File: src/rtl/mem_arbiter_if.sv
// Bundles the fetch, data and memory-side signals of the unified-memory arbiter.
// The arbiter uses the master view; the core and the memory use the slave view.
interface mem_arbiter_if #(
    parameter int ADDR_W = 16,
    parameter int DATA_W = 16
);
    logic              if_req;
    logic [ADDR_W-1:0] if_addr;
    logic              if_done;
    logic              if_stall;
    logic [DATA_W-1:0] if_rdata;

    logic              dm_req;
    logic              dm_wr;
    logic [ADDR_W-1:0] dm_addr;
    logic [DATA_W-1:0] dm_wdata;
    logic              dm_done;
    logic              dm_stall;
    logic [DATA_W-1:0] dm_rdata;

    logic              mem_req;
    logic              mem_wr;
    logic [ADDR_W-1:0] mem_addr;
    logic [DATA_W-1:0] mem_wdata;
    logic              mem_done;
    logic [DATA_W-1:0] mem_rdata;

    modport master (
        input  if_req, if_addr,
        output if_done, if_stall, if_rdata,
        input  dm_req, dm_wr, dm_addr, dm_wdata,
        output dm_done, dm_stall, dm_rdata,
        output mem_req, mem_wr, mem_addr, mem_wdata,
        input  mem_done, mem_rdata
    );

    modport slave (
        output if_req, if_addr,
        input  if_done, if_stall, if_rdata,
        output dm_req, dm_wr, dm_addr, dm_wdata,
        input  dm_done, dm_stall, dm_rdata,
        input  mem_req, mem_wr, mem_addr, mem_wdata,
        output mem_done, mem_rdata
    );
endinterface

File: src/rtl/mem_arbiter.sv
// Fetch/data arbiter for the single-ported unified memory: data priority with a
// bounded run of data grants, one transaction in flight at a time.
module mem_arbiter #(
    parameter int ADDR_W     = 16,
    parameter int DATA_W     = 16,
    parameter int MAX_DM_RUN = 2
) (
    input  logic          clk,
    input  logic          rst_n,
    mem_arbiter_if.master bus
);
    localparam int RUN_W = (MAX_DM_RUN < 1) ? 1 : $clog2(MAX_DM_RUN + 1);
    localparam logic [RUN_W-1:0] RUN_MAX = RUN_W'(MAX_DM_RUN);

    typedef enum logic [1:0] {
        IDLE  = 2'd0,
        ISSUE = 2'd1,
        WAIT  = 2'd2
    } state_e;

    typedef enum logic {
        OWN_IF = 1'b0,
        OWN_DM = 1'b1
    } owner_e;

    state_e            state_q, state_d;
    owner_e            owner_q;
    logic [RUN_W-1:0]  run_cnt_q;
    logic [ADDR_W-1:0] mem_addr_q;
    logic [DATA_W-1:0] mem_wdata_q;
    logic              mem_wr_q;

    logic grant_dm, grant_if;
    logic mem_req, if_done, dm_done;

    // Fetch only wins a contended cycle once data has used up its run.
    always_comb begin
        // NOTE: every signal driven here gets a default first, so no path can infer a latch.
        grant_dm = 1'b0;
        grant_if = 1'b0;
        if (state_q == IDLE) begin
            if (bus.dm_req && !(bus.if_req && (run_cnt_q == RUN_MAX))) begin
                grant_dm = 1'b1;
            end else if (bus.if_req) begin
                grant_if = 1'b1;
            end
        end
    end

    always_ff @(posedge clk or negedge rst_n) begin
        // NOTE: sequential state uses non-blocking assignments so every register samples pre-edge values.
        if (!rst_n) begin
            state_q <= IDLE;
        end else begin
            state_q <= state_d;
        end
    end

    always_comb begin
        state_d = state_q;
        unique case (state_q)
            IDLE:    if (grant_dm || grant_if) state_d = ISSUE;
            ISSUE:   state_d = WAIT;
            WAIT:    if (bus.mem_done) state_d = IDLE;
            default: state_d = IDLE;
        endcase
    end

    // A completion pulse outside WAIT is stale and must not produce a done.
    always_comb begin
        mem_req = (state_q == ISSUE);
        if_done = bus.mem_done && (state_q == WAIT) && (owner_q == OWN_IF) && bus.if_req;
        dm_done = bus.mem_done && (state_q == WAIT) && (owner_q == OWN_DM);
    end

    // Request attributes are captured at grant so the memory sees stable values
    // even if a fetch is withdrawn or a data request drops mid-transaction.
    always_ff @(posedge clk or negedge rst_n) begin
        // NOTE: the captured bus and run counter are reset so the memory never sees X after reset.
        if (!rst_n) begin
            owner_q     <= OWN_IF;
            run_cnt_q   <= '0;
            mem_addr_q  <= '0;
            mem_wdata_q <= '0;
            mem_wr_q    <= 1'b0;
        end else if (grant_dm) begin
            owner_q     <= OWN_DM;
            mem_addr_q  <= bus.dm_addr;
            mem_wdata_q <= bus.dm_wdata;
            mem_wr_q    <= bus.dm_wr;
            if (!bus.if_req) begin
                run_cnt_q <= '0;
            end else if (run_cnt_q != RUN_MAX) begin
                run_cnt_q <= run_cnt_q + 1'b1;
            end
        end else if (grant_if) begin
            owner_q    <= OWN_IF;
            mem_addr_q <= bus.if_addr;
            mem_wr_q   <= 1'b0;
            run_cnt_q  <= '0;
        end
    end

    assign bus.mem_req   = mem_req;
    assign bus.mem_wr    = mem_wr_q;
    assign bus.mem_addr  = mem_addr_q;
    assign bus.mem_wdata = mem_wdata_q;

    assign bus.if_done   = if_done;
    assign bus.dm_done   = dm_done;
    assign bus.if_stall  = bus.if_req && !if_done;
    assign bus.dm_stall  = bus.dm_req && !dm_done;
    assign bus.if_rdata  = bus.mem_rdata;
    assign bus.dm_rdata  = bus.mem_rdata;
endmodule

File: src/flat_wrapper.sv
// flat-port wrapper written by rule: the top's interface ports become plain ports
module mem_arbiter_flat 
#(
    parameter int ADDR_W     = 16,
    parameter int DATA_W     = 16,
    parameter int MAX_DM_RUN = 2
)
  (clk, rst_n, bus_if_req, bus_if_addr, bus_if_done, bus_if_stall, bus_if_rdata, bus_dm_req, bus_dm_wr, bus_dm_addr, bus_dm_wdata, bus_dm_done, bus_dm_stall, bus_dm_rdata, bus_mem_req, bus_mem_wr, bus_mem_addr, bus_mem_wdata, bus_mem_done, bus_mem_rdata);
  mem_arbiter_if #(.ADDR_W(ADDR_W), .DATA_W(DATA_W)) bus_i ();
  input  logic clk;
  input  logic rst_n;
  input wire logic [$bits(bus_i.if_req)-1:0] bus_if_req;
  input wire logic [$bits(bus_i.if_addr)-1:0] bus_if_addr;
  output wire logic [$bits(bus_i.if_done)-1:0] bus_if_done;
  output wire logic [$bits(bus_i.if_stall)-1:0] bus_if_stall;
  output wire logic [$bits(bus_i.if_rdata)-1:0] bus_if_rdata;
  input wire logic [$bits(bus_i.dm_req)-1:0] bus_dm_req;
  input wire logic [$bits(bus_i.dm_wr)-1:0] bus_dm_wr;
  input wire logic [$bits(bus_i.dm_addr)-1:0] bus_dm_addr;
  input wire logic [$bits(bus_i.dm_wdata)-1:0] bus_dm_wdata;
  output wire logic [$bits(bus_i.dm_done)-1:0] bus_dm_done;
  output wire logic [$bits(bus_i.dm_stall)-1:0] bus_dm_stall;
  output wire logic [$bits(bus_i.dm_rdata)-1:0] bus_dm_rdata;
  output wire logic [$bits(bus_i.mem_req)-1:0] bus_mem_req;
  output wire logic [$bits(bus_i.mem_wr)-1:0] bus_mem_wr;
  output wire logic [$bits(bus_i.mem_addr)-1:0] bus_mem_addr;
  output wire logic [$bits(bus_i.mem_wdata)-1:0] bus_mem_wdata;
  input wire logic [$bits(bus_i.mem_done)-1:0] bus_mem_done;
  input wire logic [$bits(bus_i.mem_rdata)-1:0] bus_mem_rdata;
  assign bus_i.if_req = bus_if_req;
  assign bus_i.if_addr = bus_if_addr;
  assign bus_if_done = bus_i.if_done;
  assign bus_if_stall = bus_i.if_stall;
  assign bus_if_rdata = bus_i.if_rdata;
  assign bus_i.dm_req = bus_dm_req;
  assign bus_i.dm_wr = bus_dm_wr;
  assign bus_i.dm_addr = bus_dm_addr;
  assign bus_i.dm_wdata = bus_dm_wdata;
  assign bus_dm_done = bus_i.dm_done;
  assign bus_dm_stall = bus_i.dm_stall;
  assign bus_dm_rdata = bus_i.dm_rdata;
  assign bus_mem_req = bus_i.mem_req;
  assign bus_mem_wr = bus_i.mem_wr;
  assign bus_mem_addr = bus_i.mem_addr;
  assign bus_mem_wdata = bus_i.mem_wdata;
  assign bus_i.mem_done = bus_mem_done;
  assign bus_i.mem_rdata = bus_mem_rdata;
  mem_arbiter #(.ADDR_W(ADDR_W), .DATA_W(DATA_W), .MAX_DM_RUN(MAX_DM_RUN)) u_core (.clk(clk), .rst_n(rst_n), .bus(bus_i));
endmodule
File: config.mk
export PLATFORM = sky130hd
export DESIGN_NAME = mem_arbiter_flat
export DESIGN_NICKNAME = d
export VERILOG_FILES = /design/src/rtl/mem_arbiter_if.sv /design/src/rtl/mem_arbiter.sv /design/src/flat_wrapper.sv
export SDC_FILE = /design/constraint.sdc
export NUM_CORES = 1
export LEC_CHECK = 0
export CORE_MARGIN = 1.5
export CORE_UTILIZATION = 38
export CTS_CLUSTER_DIAMETER = 100
export DETAILED_ROUTE_END_ITERATION = 7
export PLACE_DENSITY = 0.91
export SYNTH_ARGS = -nofsm -noshare
export SYNTH_HDL_FRONTEND = slang
export SYNTH_SLANG_ARGS = --single-unit
File: constraint.sdc
create_clock -name clk -period 4 [get_ports clk]
set_clock_uncertainty 0.2 [all_clocks]
set_input_delay 1 -clock clk [delete_from_list [all_inputs] [get_ports clk]]
set_output_delay 1 -clock clk [all_outputs]
set_load 0.05 [all_outputs]
==> impl_summary.log <==
[flow] collecting metrics
[metrics] placed wire-length estimate: roughly 3.6 mm
[metrics] average wire per cell in the routed design: 16.3 um
[metrics] slack of the worst reg-to-reg path: 1.62 ns
[metrics] Worst R2R Start: u_core.run_cnt_q[0]
[metrics] result of the run: completed
[metrics] share of power burned in combinational logic: 0.618
[metrics] GRT overflow: 0
[metrics] ports placed on the boundary: about 140
[metrics] worst min path class: flip-flop to flip-flop
[metrics] total cell area at the placement stage: 2790 um2
[metrics] start point of the worst min-delay path: u_core.run_cnt_q[0]
[metrics] post-layout utilization of the core: 0.557
[metrics] maxcap violations: 0
[metrics] routability cong.: approximately 0.77
[metrics] initial antenna violation count: 0
[metrics] Die Span X: 76.6 um
[metrics] post-route non-filler standard cell count: 315
[metrics] element type at the critical path end: output port
[metrics] Seq cells: 38
[metrics] number of flops mapped to enable cells by yosys: 0
[metrics] actual slew at the worst max-slew pin: 0.881 ns
[metrics] count of synthesis-stage warnings from yosys: 0
[metrics] antenna viol nets, final: 0
[metrics] number of placed instances, taps included: between 300 and 400
[metrics] final instance area: between 2000 and 3000 um2
[metrics] DRC violation count after routing: 0
[metrics] endpoint with the worst hold slack: u_core.run_cnt_q[0]
[metrics] share of post-route cells with drive strength above 1: 0.139
[metrics] number of buffers inserted by port buffering: 91
[metrics] post-layout worst setup margin: 0.570 ns
[metrics] cells resized by post-CTS repair: 0
[metrics] final-stage net count: between 300 and 400
[metrics] Biggest consumer: combinational cells
[metrics] static leakage: around 1.2 nW
[metrics] count of endpoints failing setup in the final report: 0
[metrics] final critical-path share of the clock period: 0.857
[metrics] sequential power share: 0.275
[metrics] cell count after synthesis: around 190
[metrics] number of vias per cell after detailed routing: about 5.1
[metrics] maximum number of pins on one net before global-route repair: 39
[metrics] maximum single-stage delay on the critical path: 0.49 ns
[metrics] power after layout: between 2 and 3 mW
[metrics] maximum resistive drop on vdd: approximately 0.35 mV
[metrics] wire length of the first global-routing pass: between 8 and 9 mm
[metrics] Floorplan Utilization: 0.398
[metrics] Fin. Hold Viols: 0
[metrics] critical path type: input port to output port
[metrics] area of the core region: roughly 5200 um2
[metrics] Clock Pin Slew Worst Setup and Hold Paths: roughly 0.07 ns
[metrics] layer carrying the most global-route usage: met2
[metrics] Clock Network Area Fraction: 0.0317
[metrics] switching power of the nets: about 1.2 mW
[metrics] buffering stage count on the worst path with inverters included: 2
[metrics] clock tree root buffer cell: clkbuf_8
[metrics] power attributed to sequential cells: approximately 700 uW
[metrics] Worst slew margin: 0.413
[metrics] chip height: between 70 and 80 um
[metrics] Logic cell area: between 700 and 800 um2
[metrics] post-route setup TNS: 0 ns
[metrics] total number of warnings across the stage logs: 26
[metrics] yosys stat cell total: around 190
[metrics] total global routing track utilization: 0.188
[metrics] diode count: 0
[metrics] chip area line of the yosys report: ~2100 um2
[metrics] number of library cell types mapped by synthesis: 29
[metrics] count of clock buffers in the final design: 7
[metrics] most popular library cell in the synthesized design by count: dfrtp_1
[metrics] fraction of power consumed by the clock network: 0.107
[metrics] multi-input combinational area share: 0.252
[metrics] total combinational power: roughly 1.6 mW
[metrics] worst skew pair latency: between 0.2 and 0.3 ns
[metrics] Top cell area share: 0.462
## how the worst max path moves through the flow
stage               cells past startpoint          from  slack (ns)      endpoint
floorplan                               2  bus_mem_done        0.72  bus_dm_stall
global placement                        4  bus_mem_done        0.59   bus_if_done
detailed placement                      4  bus_mem_done        0.59   bus_if_done
CTS                                     4  bus_mem_done        0.57   bus_if_done
global route                            4  bus_mem_done        0.44   bus_if_done
finish                                  4  bus_mem_done        0.57   bus_if_done
## logic make-up after synthesis
kind of cell	Yosys count	share of synthesized area
buffers and inverters	64	0.184
AOI/OAI and AO/OA	55	0.188
DFF	38	0.462
muxes	16	0.109
and+or+nand+nor	14	0.0499
adders and majority gates	1	0.00608
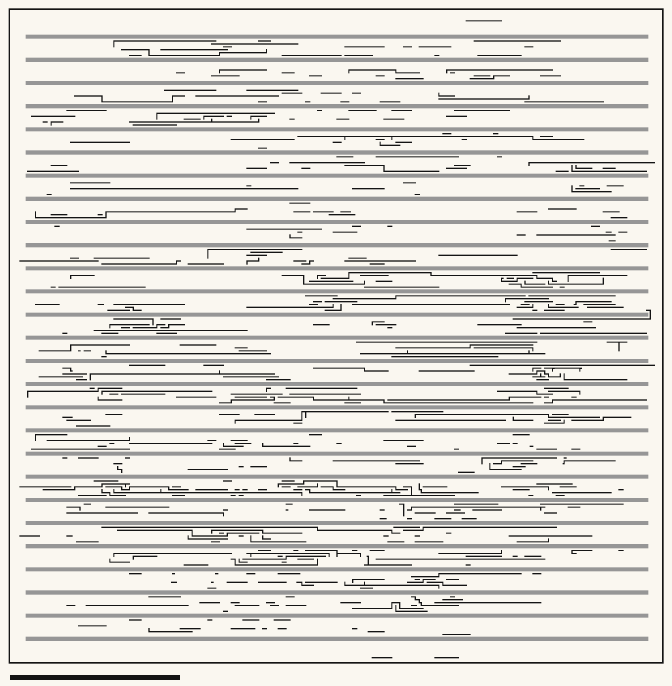
*The metal 1 layer*
Bar = 20 um. Supply wires on this layer in grey.
wire length on this layer: 2190 um
main direction: horizontal
longest straight run: 27.6 um
nets with wire on the layer: 248
share of all routed wire: 43%

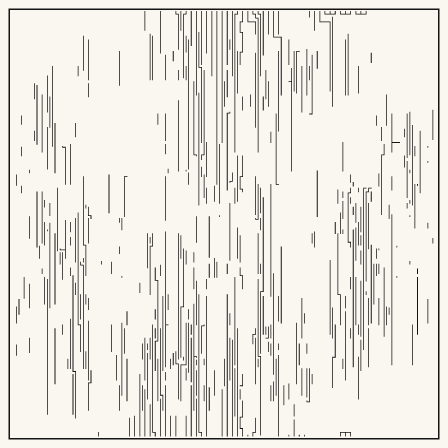
*The metal 2 layer*
main direction: vertical
share of all routed wire: 49%
nets with wire on the layer: 269
wire length on this layer: 2530 um
longest straight run: 30.9 um
routed wire length: 5.14 mm
overall via count from detail_route: 1614

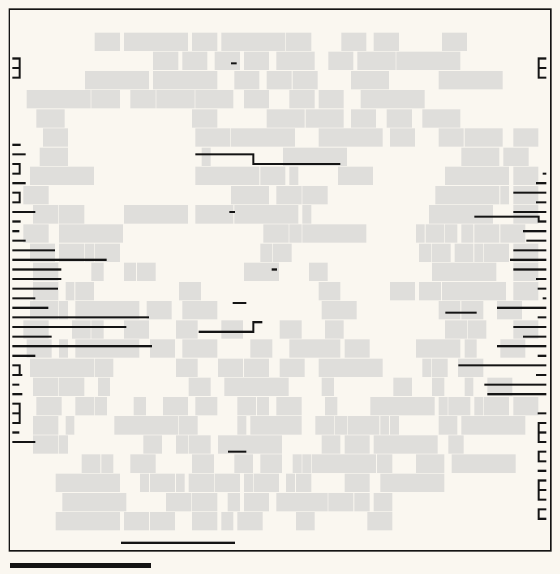
*Metal 3*
Bar = 20 um. Cells faint in the background.
longest straight run: 19.6 um
nets with wire on the layer: 57

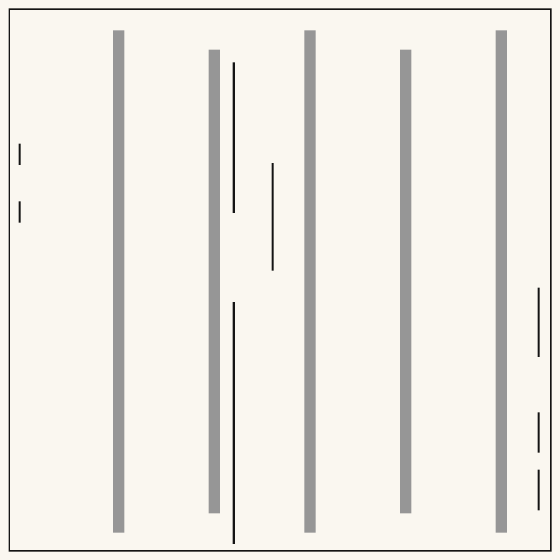
*Signal wires on met4*
Supply wires on this layer in grey.
share of all routed wire: 1.9%
main direction: vertical
longest straight run: 34.0 um
wire length on this layer: 95.9 um
nets with wire on the layer: 8

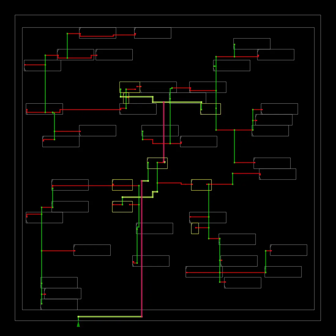
*Clock routing*
clock distribution power: 270 uW
number of buffers inserted during clock tree synthesis: 5

Power is estimated from default activity; no workload was simulated.
